--- src/rtl/uart_pkg.sv ---
// Shared UART definitions for the RX and TX paths.
package uart_pkg;

    localparam int DATA_WIDTH = 8;

    localparam logic PAR_EVEN = 1'b0;
    localparam logic PAR_ODD  = 1'b1;

    typedef enum logic [2:0] {
        IDLE   = 3'd0,
        START  = 3'd1,
        DATA   = 3'd2,
        PARITY = 3'd3,
        STOP   = 3'd4
    } rx_state_t;

    // 2-of-3 vote over the three mid-bit captures
    function automatic logic majority3(input logic [2:0] v);
        return (v[0] & v[1]) | (v[0] & v[2]) | (v[1] & v[2]);
    endfunction

endpackage

--- src/rtl/uart_rx_sampler.sv ---
// Bit-period timing for the UART receiver: edge counter, three mid-bit
// captures of the synchronized line and the majority vote over them.
module uart_rx_sampler #(
    parameter int PS_W = 6
) (
    input  logic            CLK,
    input  logic            RST,
    input  logic            run,
    input  logic [PS_W-1:0] prescale,
    input  logic            rx_s,
    output logic            sample_bit,
    output logic            bit_end
);
    import uart_pkg::*;

    localparam logic [PS_W-1:0] ONE = {{(PS_W-1){1'b0}}, 1'b1};

    logic [PS_W-1:0] edge_cnt;
    logic [PS_W-1:0] half;
    logic [2:0]      taps;

    assign half       = prescale >> 1;
    assign bit_end    = run && (edge_cnt == prescale - ONE);
    assign sample_bit = majority3(taps);

    // Edge counter: idle at 0, restarts on every bit boundary (which is also
    // where every state change of the frame FSM happens).
    always_ff @(posedge CLK) begin
        if (RST || !run || bit_end) begin
            edge_cnt <= '0;
        end else begin
            edge_cnt <= edge_cnt + ONE;
        end
    end

    // Capture the line at P/2-1, P/2 and P/2+1 of the current bit
    always_ff @(posedge CLK) begin
        if (RST) begin
            taps <= 3'b111;
        end else if (run) begin
            if (edge_cnt == half - ONE) taps[0] <= rx_s;
            if (edge_cnt == half)       taps[1] <= rx_s;
            if (edge_cnt == half + ONE) taps[2] <= rx_s;
        end
    end

endmodule

--- src/rtl/uart_rx_core.sv ---
// UART receive path: synchronizer, frame FSM, LSB-first deserializer,
// optional parity check and stop-bit check with registered result pulses.
module uart_rx_core #(
    parameter int DATA_WIDTH = uart_pkg::DATA_WIDTH,
    parameter int PS_W       = 6
) (
    input  logic                  CLK,
    input  logic                  RST,
    input  logic                  RX_IN,
    input  logic                  PAR_EN,
    input  logic                  PAR_TYP,
    input  logic [PS_W-1:0]       PRESCALE,
    output logic [DATA_WIDTH-1:0] P_DATA,
    output logic                  DATA_VALID,
    output logic                  PAR_ERR,
    output logic                  STP_ERR
);
    import uart_pkg::*;

    localparam int CNT_W = $clog2(DATA_WIDTH) + 1;
    localparam logic [CNT_W-1:0] LAST_BIT = CNT_W'(DATA_WIDTH - 1);
    localparam logic [CNT_W-1:0] CNT_ONE  = CNT_W'(1);

    rx_state_t             state, next_state;
    logic                  rx_meta, rx_s;
    logic [PS_W-1:0]       ps_q;
    logic                  par_en_q, par_typ_q;
    logic [CNT_W-1:0]      bit_cnt;
    logic [DATA_WIDTH-1:0] shreg;
    logic                  par_bad;
    logic                  par_exp;
    logic                  sample_bit, bit_end;

    assign par_exp = (par_typ_q == PAR_EVEN) ? ^shreg : ~(^shreg);

    uart_rx_sampler #(.PS_W(PS_W)) u_sampler (
        .CLK        (CLK),
        .RST        (RST),
        .run        (state != IDLE),
        .prescale   (ps_q),
        .rx_s       (rx_s),
        .sample_bit (sample_bit),
        .bit_end    (bit_end)
    );

    // Two-flop synchronizer for the asynchronous serial line (idles high)
    always_ff @(posedge CLK) begin
        if (RST) begin
            rx_meta <= 1'b1;
            rx_s    <= 1'b1;
        end else begin
            rx_meta <= RX_IN;
            rx_s    <= rx_meta;
        end
    end

    // Frame state register
    always_ff @(posedge CLK) begin
        if (RST) state <= IDLE;
        else     state <= next_state;
    end

    // Next-state logic; every transition out of a bit state waits for bit_end
    always_comb begin
        next_state = state;
        case (state)
            IDLE:    if (!rx_s) next_state = START;
            START:   if (bit_end) next_state = sample_bit ? IDLE : DATA;
            DATA:    if (bit_end && bit_cnt == LAST_BIT) next_state = par_en_q ? PARITY : STOP;
            PARITY:  if (bit_end) next_state = STOP;
            STOP:    if (bit_end) next_state = IDLE;
            default: next_state = IDLE;
        endcase
    end

    // Freeze the link configuration for the whole frame at start detection
    always_ff @(posedge CLK) begin
        if (RST) begin
            ps_q      <= '0;
            par_en_q  <= 1'b0;
            par_typ_q <= PAR_EVEN;
        end else if (state == IDLE && !rx_s) begin
            ps_q      <= PRESCALE;
            par_en_q  <= PAR_EN;
            par_typ_q <= PAR_TYP;
        end
    end

    // Deserializer: bits arrive LSB first, so each one enters at the MSB
    always_ff @(posedge CLK) begin
        if (RST) begin
            bit_cnt <= '0;
            shreg   <= '0;
            par_bad <= 1'b0;
        end else if (bit_end) begin
            case (state)
                START: begin
                    bit_cnt <= '0;
                    par_bad <= 1'b0;
                end
                DATA: begin
                    shreg   <= {sample_bit, shreg[DATA_WIDTH-1:1]};
                    bit_cnt <= bit_cnt + CNT_ONE;
                end
                PARITY:  if (sample_bit != par_exp) par_bad <= 1'b1;
                default: ;
            endcase
        end
    end

    // Result registers; pulses last exactly one cycle after the bit's last cycle
    always_ff @(posedge CLK) begin
        if (RST) begin
            P_DATA     <= '0;
            DATA_VALID <= 1'b0;
            PAR_ERR    <= 1'b0;
            STP_ERR    <= 1'b0;
        end else begin
            DATA_VALID <= 1'b0;
            PAR_ERR    <= 1'b0;
            STP_ERR    <= 1'b0;
            if (bit_end && state == PARITY && sample_bit != par_exp) begin
                PAR_ERR <= 1'b1;
            end
            if (bit_end && state == STOP) begin
                if (!sample_bit) begin
                    STP_ERR <= 1'b1;
                end else if (!par_bad) begin
                    P_DATA     <= shreg;
                    DATA_VALID <= 1'b1;
                end
            end
        end
    end

endmodule

--- config.mk ---
export PLATFORM = sky130hd
export DESIGN_NAME = uart_rx_core
export DESIGN_NICKNAME = d
export VERILOG_FILES = /design/src/rtl/uart_pkg.sv /design/src/rtl/uart_rx_sampler.sv /design/src/rtl/uart_rx_core.sv
export SDC_FILE = /design/constraint.sdc
export NUM_CORES = 1
export LEC_CHECK = 0
export ABC_AREA = 1
export ABC_CLOCK_PERIOD_IN_PS = 6000
export CORE_AREA = 2 2 92 94
export DETAILED_ROUTE_END_ITERATION = 7
export DIE_AREA = 0 0 94 96
export PLACE_DENSITY = 0.53
export REMOVE_ABC_BUFFERS = 1
export SYNTH_ARGS = -nofsm -noshare
export SYNTH_HDL_FRONTEND = slang
export SYNTH_HIERARCHICAL = 1
export SYNTH_SLANG_ARGS = --single-unit
--- constraint.sdc ---
create_clock -name CLK -period 6 [get_ports CLK]
set_clock_uncertainty 0.1 [all_clocks]
set_input_delay 1.2 -clock CLK [delete_from_list [all_inputs] [get_ports CLK]]
set_output_delay 1.2 -clock CLK [all_outputs]
set_load 0.01 [all_outputs]
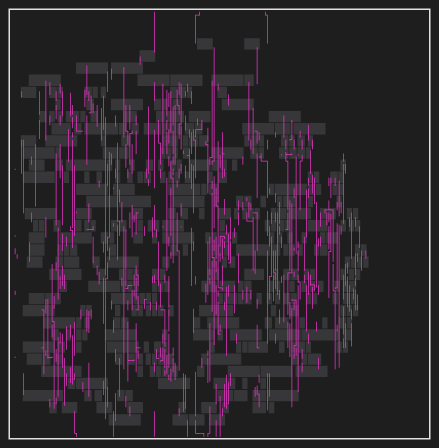
run_1/layer_met2.png
share of all routed wire: 46%
longest straight run: 35.4 um
nets with wire on the layer: 317
main direction: vertical

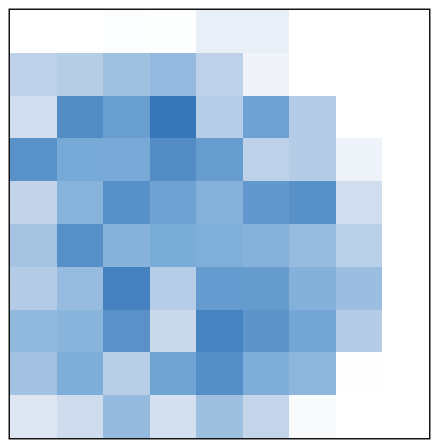
run_1/cell_density.png
9 x 10 tiles, from white (low) to dark blue (high), 0 to 100% covered.
nearly empty tiles: 23%
fullest tile: 72%
mean over tiles: 31%
emptiest ninth of the die: north-east

==> impl_metrics.json, run 1 <==
{
  "top_power_group": "registers",
  "io-pin-count": 22,
  "fin_crit_ns": 2.773,
  "drc": 0,
  "cts-hold-fix-buffers": 0,
  "fmax_mhz": 360.6,
  "overflow": 0,
  "pre_cts_ws_ns": 2.871,
  "detail_route.wl_per_cell_um": 10.75,
  "nFillCells": 894,
  "die_w_um": 94,
  "num-nonclk-inverters": 50,
  "viasPerCell": 4.517,
  "m1WireLength_um": 2782,
  "status": "completed",
  "reg_top3": "P_DATA: 8 flops, shreg: 8 flops",
  "critPathBufInv": 2,
  "slowest_delay_ns": 0.67,
  "ys_warn_count": 6,
  "setup_slack_ns": 3.227,
  "wl_um": 5492,
  "yosysTopAreaCell": "dfxtp_1",
  "r2r_start": "ps_q[1]",
  "worstSetupEndpoint": "par_typ_q",
  "top_cell_area_share_pct": 35.54,
  "maxSlewViolCount": 0,
  "bufAreaShareNonClock_pct": 7.092,
  "comb-cell-share_pct": 47.91,
  "synthDistinctLibCells": 33,
  "critPathLaunchType": "primary input",
  "wl_met3_um": 109,
  "min_to": "rx_s",
  "maxCapViolations": 0,
  "p_per_area_mw_per_mm2": 244.3,
  "cts_tree": "done",
  "worst_path_max_delay_cell": "clkdlybuf4s50_1",
  "cts_resized": 0,
  "critPathMaxFanout": 26,
  "dp.cells": 503,
  "synth-edff-count": 0,
  "hold_viol": 0,
  "sh_seq_area_pct": 31.07,
  "r2r_end": "P_DATA[1]",
  "cts_setup_buffers": 0,
  "final_cell_mix": "nand2_1 (110), dfxtp_1 (46), inv_1 (45), nand3_1 (32), nor2_1 (31)",
  "non_clock_buffer_count": 21,
  "largest_cell_class": "combinational gates",
  "ant_nets": 0,
  "path_cells": "clkdlybuf4s50_1 -> inv_1 -> o21ai_0 -> a21oi_1",
  "power_frac_comb_pct": 25.7,
  "common_cells": "nand2_1 (110), dfxtp_1 (46), inv_1 (45), nand3_1 (32), nor2_1 (31)",
  "dr.pass1.iters": 6,
  "ys_seq_share_pct": 35.54,
  "mi_logic_area_mm2": 0.001420,
  "p_sw_share_pct": 33.13,
  "track_usage_pct": 13.40,
  "clock-sinks": 46,
  "hold_ws_ns": 0.3232,
  "n_antenna_cell": 0,
  "hp-class": "reg -> reg",
  "syn_inst": 385,
  "endpoint_kind": "flop",
  "crit_type": "in -> reg",
  "gp_congestion": 0.8765,
  "antenna_found_initial": 0,
  "wl_met2_um": 2543,
  "setup.worst_path.start": "RST",
  "flop_cell": "dfxtp_1",
  "cts_root_buffer": "clkbuf_8",
  "setup_violations": 0,
  "total_power_mw": 0.7241,
  "ys_ff": 46,
  "drive_gt1_share_pct": 8.867,
  "synthMostInstantiatedCell": "nand2_1",
  "yosys-stat-area_mm2": 0.002591,
  "place_area_mm2": 0.002873,
  "clkPwrFrac_pct": 26.5,
  "yosys_cells": 385,
  "post-route-cell-area_mm2": 0.002964,
  "tool_warnings": 27,
  "max-slew-margin-rel_pct": 53.34,
  "fin_cells": 511,
  "r2r_cells": 14,
  "cts_buffers": 5,
  "drt-initial-drc-count": 95,
  "p_sw_mw": 0.2399,
  "core-area_mm2": 0.008051,
  "cts_buffer_depth": 2,
  "p_clk_mw": 0.192,
  "cp.arrival_ns": 2.89,
  "seqCellArea_um2": 920.9,
  "crit_cells": 4,
  "period_used_pct": 46.22,
  "layout_top_cell": "nand2_1",
  "grt_pass1_wl_um": 9701,
  "clock_buffers": 7,
  "holdCritStartpoint": "rx_meta",
  "intPower_mw": 0.4842,
  "flops": 46,
  "min_path_cells": 1,
  "clk_pin_slew_ns": 0.08,
  "pg_seq_mw": 0.346,
  "grt_max_degree": 27,
  "num_rows": 33,
  "worst_pin_slew_ns": 0.6991,
  "initCoreUtil_pct": 32.18,
  "fin_util_pct": 36.81,
  "clock_area_share_pct": 3.081,
  "top_cells_by_area": "dfxtp_1 (36%), nand2_1 (16%), inv_1 (6.5%), nand3_1 (6.2%), a21oi_1 (5.8%)",
  "io_buffers": 21,
  "n_tap_cell": 105,
  "via_count": 2308,
  "max-vdd-ir-drop_mv": 0.1014,
  "finalSetupTns_ns": 0,
  "ys_async_sr_fraction_pct": 0,
  "p_comb_mw": 0.186
}
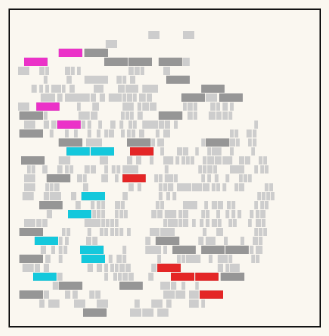
run_1/flops_by_reg.png
Other sequential cells in the stronger grey, the rest of the logic in the fainter grey.
legend:
  `ps_q`:
    colour: red
    sequential_cells: 6
    where: south
  `shreg`:
    colour: cyan
    sequential_cells: 8
  `bit_cnt`:
    colour: magenta
    sequential_cells: 4
    where: north-west

[run 1: kinds of logic after synthesis]
| group | Yosys count | share of synthesized area (%) |
|---|---|---|
| AOI/OAI and AO/OA | 66 | 14.34 |
| xor gates and xnor gates | 9 | 3.042 |
| adders and majority gates | 7 | 3.283 |
| buffers and inverters | 58 | 9.657 |
| DFF | 46 | 35.54 |
| and+or+nand+nor | 199 | 34.14 |
[run 1: per-layer routing]
| layer | GRT usage, % | vias to the layer above |
|---|---|---|
| met1 | 17.16 | 1013 |
| li1 | - | 1270 |
| met4 | 4.348 | 0 |
| met5 | 0 | - |
| met3 | 2.036 | 5 |
| met2 | 23.15 | 20 |
==> inputs of run 2 (changes only) <==
Settings changed: ABC_CLOCK_PERIOD_IN_PS 6000 to 2750.
Clock period 6 ns to 2.75 ns, I/O delays scaled along.
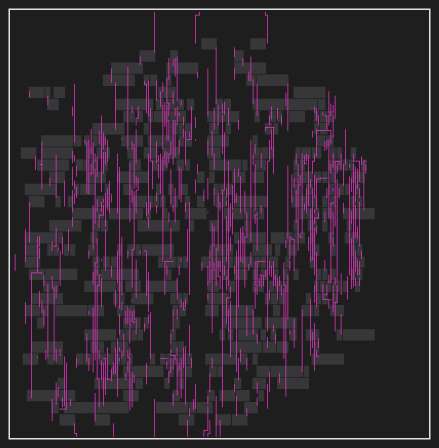
run_2/layer_met2.png
nets with wire on the layer: 336
wire length on this layer: 2680 um

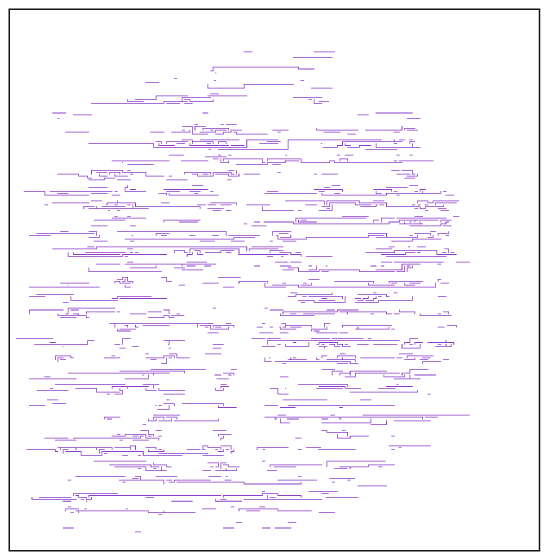
run_2/layer_met1.png
wire length on this layer: 2790 um
nets with wire on the layer: 389
main direction: horizontal
longest straight run: 28.1 um

==> run 2 against run 1 <==
  * Via count is 2.8% higher
  * Sequential power is 120% higher
  * Clock power is 120% higher
  * Utilization is 0.51 points higher
  * Sequential cell count stayed put
  * Combinational power is 130% higher
==> impl_metrics.json, run 2 <==
{
  "status": "completed",
  "final_cell_mix": "nand2_1 (110), dfxtp_1 (45), inv_1 (45), nand3_1 (32), nor2_1 (31)",
  "grt_pass1_wl_um": 10160,
  "max-slew-margin-rel_pct": 61.17,
  "wl_um": 5768,
  "pg_seq_mw": 0.746,
  "hp-class": "reg -> reg",
  "cp.arrival_ns": 2.58,
  "grt.busiest_layer": "met2",
  "fmax_mhz": 410.4,
  "ant_nets": 0,
  "initCoreUtil_pct": 32.18,
  "yosys.area_share.xor_xnor_pct": 3.042,
  "grtUsageMet3_pct": 2.897,
  "crit_cells": 14,
  "clk_pin_slew_ns": 0.10,
  "tool_warnings": 27,
  "r2r_cells": 14,
  "yosys.area_share.simple_pct": 34.14,
  "m1WireLength_um": 2792,
  "worst_path_max_delay_cell": "dfxtp_2",
  "drt-initial-drc-count": 95,
  "total_power_mw": 1.605,
  "ys_warn_count": 6,
  "cts_buffers": 5,
  "maxCapViolations": 0,
  "synthAoiAreaFrac_pct": 14.34,
  "ys_sh_adder_pct": 3.283,
  "wl_met3_um": 217,
  "io_buffers": 21,
  "power_frac_comb_pct": 26.7,
  "nFillCells": 881,
  "common_cells": "nand2_1 (110), dfxtp_1 (46), inv_1 (45), nand3_1 (32), nor2_1 (31)",
  "reg_top3": "P_DATA: 8 flops, shreg: 8 flops",
  "fin_cells": 516,
  "synth-edff-count": 0,
  "syn_inst": 385,
  "num_rows": 33,
  "fin_util_pct": 37.33,
  "flop_cell": "dfxtp_1",
  "dp.cells": 508,
  "core-area_mm2": 0.008051,
  "p_clk_mw": 0.430,
  "track_usage_pct": 14.08,
  "cts_buffer_depth": 2,
  "r2r_end": "P_DATA[0]",
  "drc": 0,
  "max-vdd-ir-drop_mv": 0.2792,
  "use_met1_pct": 17.64,
  "grt_max_degree": 27,
  "setup.worst_path.start": "ps_q[1]",
  "logic_family": "simple AND/OR/NAND/NOR gates",
  "setup_violations": 0,
  "cts_tree": "done",
  "viasPerCell": 4.599,
  "place_area_mm2": 0.002910,
  "ys_async_sr_fraction_pct": 0,
  "endpoint_kind": "flop",
  "cts_root_buffer": "clkbuf_8",
  "holdCritStartpoint": "rx_meta",
  "ys_ff": 46,
  "ys_seq_share_pct": 35.54,
  "hold_viol": 0,
  "synthMuxAreaShare_pct": 0,
  "min_to": "rx_s",
  "p_sw_mw": 0.5597,
  "p_comb_mw": 0.428,
  "p_per_area_mw_per_mm2": 534.0,
  "slowest_delay_ns": 0.40,
  "critPathBufInv": 4
}
==> run 2: layout make-up <==
cell class / count / area, um^2 / area share, %
clock buffers: 5 / 68.82 / 2.290
multi-input cells: 281 / 1420 / 47.25
repair buffers: 26 / 247.7 / 8.243
clock inverters: 3 / 25.02 / 0.8326
inverters: 50 / 190.2 / 6.328
well taps: 105 / 131.4 / 4.371
flip-flops and latches: 46 / 922.1 / 30.68
==> run 2: timing repair <==
item | 4_1_cts | 5_1_grt
setup buffers | 0 | 0
resized | 0 | 1
endpoints found under the setup margin | 0 | 8
==> run 2: logic make-up (layout without fill, tap and decap cells) <==
group	count (synthesis)	in the layout
compound gates	66	66
xor+xnor	9	9
fa+ha+maj	7	7
buf+inv	58	84
flops	46	46
simple gates	199	199
==> inputs of run 3 (changes only) <==
Settings changed: ABC_AREA 1 to not set, CORE_AREA 2 2 92 94 to 2 2 89 91, CTS_BUF_LIST set to sky130_fd_sc_hd__clkbuf_2, DIE_AREA 0 0 94 96 to 0 0 91 93, PLACE_DENSITY 0.53 to not set.
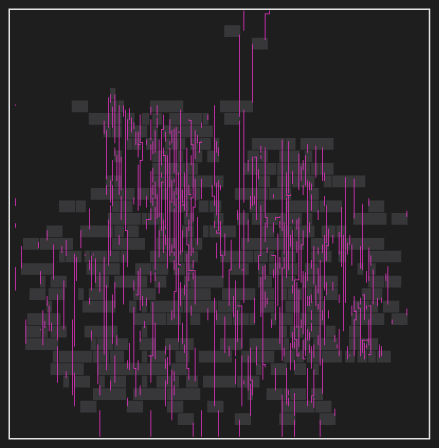
run_3/layer_met2.png
share of all routed wire: 47%
wire length on this layer: 2330 um
main direction: vertical
nets with wire on the layer: 248

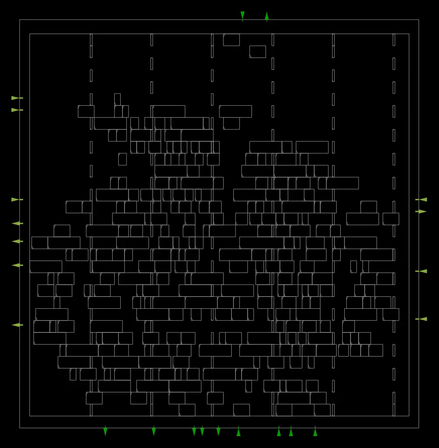
run_3/placement.png
post-route insts no fill: 396
CORE AREA: 0.007527 mm^2
Final Util: 38.30%
row cnt: 32
layout filler cell count: 791

==> run 3 against run 2 <==
  * Combinational power decreased by 74%
  * Via count decreased by 21%
  * Final area decreased by 4.1%
  * Die size decreased by 6.2%
  * Worst setup slack got worse by 0.14 ns
  * Sequential share of layout area increased by 1.3 points
  * Register-to-register slack got worse by 0.14 ns
  * Routed wire length decreased by 14%
  * First-iteration DRC count decreased by 21%
  * Sequential cell count unchanged
  * Utilization increased by 0.97 points
==> impl_metrics.json, run 3 <==
{
  "endpoint_kind": "flop",
  "cts_root_buffer": "clkbuf_2",
  "n_tap_cell": 102,
  "yosys_cells": 261,
  "initCoreUtil_pct": 32.08,
  "logic_gates": 194,
  "worst_pin_slew_ns": 0.4910,
  "clkPwrFrac_pct": 27.6,
  "post-route-cell-area_mm2": 0.002883,
  "cts_buffer_depth": 2,
  "m1WireLength_um": 2430,
  "flops": 46,
  "synthDistinctLibCells": 51,
  "die_w_um": 91,
  "ys_seq_share_pct": 38.13,
  "antenna_found_initial": 0,
  "viasPerCell": 4.717,
  "dp.cells": 388,
  "p_sw_mw": 0.3028,
  "n_antenna_cell": 0,
  "final_cell_mix": "dfxtp_1 (46), nor2_1 (33), mux2i_1 (27), clkdlybuf4s50_1 (21), xnor2_1 (19)",
  "intPower_mw": 0.7970,
  "status": "completed",
  "top_cell_area_share_pct": 38.13,
  "grtUsageMet3_pct": 2.337,
  "pre_cts_ws_ns": 0.1607,
  "use_met1_pct": 15.25,
  "holdCritStartpoint": "rx_meta",
  "drc": 0,
  "p_per_area_mw_per_mm2": 381.5,
  "max-slew-margin-rel_pct": 67.22,
  "num-nonclk-inverters": 8,
  "flop_cell": "dfxtp_1",
  "pg_seq_mw": 0.686,
  "p_sw_share_pct": 27.53,
  "critPathBufInv": 1,
  "wl_met3_um": 164,
  "grt_use_met2_pct": 20.68,
  "finalSetupTns_ns": 0,
  "clock_buffers": 5,
  "fmax_mhz": 388.4,
  "reg_top3": "P_DATA: 8 flops, shreg: 8 flops",
  "maxSlewViolCount": 0,
  "total_power_mw": 1.100,
  "bufAreaShareNonClock_pct": 12.15,
  "setup.worst_path.start": "ps_q[0]",
  "top_power_group": "registers",
  "hp-class": "reg -> reg",
  "via_count": 1868,
  "common_cells": "dfxtp_1 (46), nor2_1 (33), mux2i_1 (27), xnor2_1 (19), o21ai_0 (12)",
  "ys_sh_adder_pct": 3.523,
  "comb-cell-share_pct": 48.74,
  "ys_ff": 46,
  "hold_viol": 0,
  "cts_buffers": 5,
  "cp.arrival_ns": 2.84,
  "clock-sinks": 46,
  "p_comb_mw": 0.110,
  "syn_inst": 261,
  "io-pin-count": 22
}
[run 3: cell count changes in the layout (fill, tap and decap cells not counted), sizes merged, moves of 10 or more]
cell	delta
o21ai	-18
inv	-42
nor3	+10
xnor2	+18
mux2i	+27
nand3	-29
buf	+12
a21oi	-24
nand2	-105
[run 3: worst paths after layout]
| path | endpoint | depth (start not counted) |
|---|---|---|
| min | rx_s | 1 |
| min reg2reg | rx_s | 1 |
| max reg2reg | bit_cnt[2] | 10 |
| max | bit_cnt[2] | 10 |
[run 3: repair_timing]
item                                    in CTS  in global routing
setup buffers                                0                  0
endpoints found under the setup margin       0                  1
resized                                      0                  1
endpoints found under the hold margin        0                  0
Power figures rest on the tool's default switching activity, not on a simulated workload.
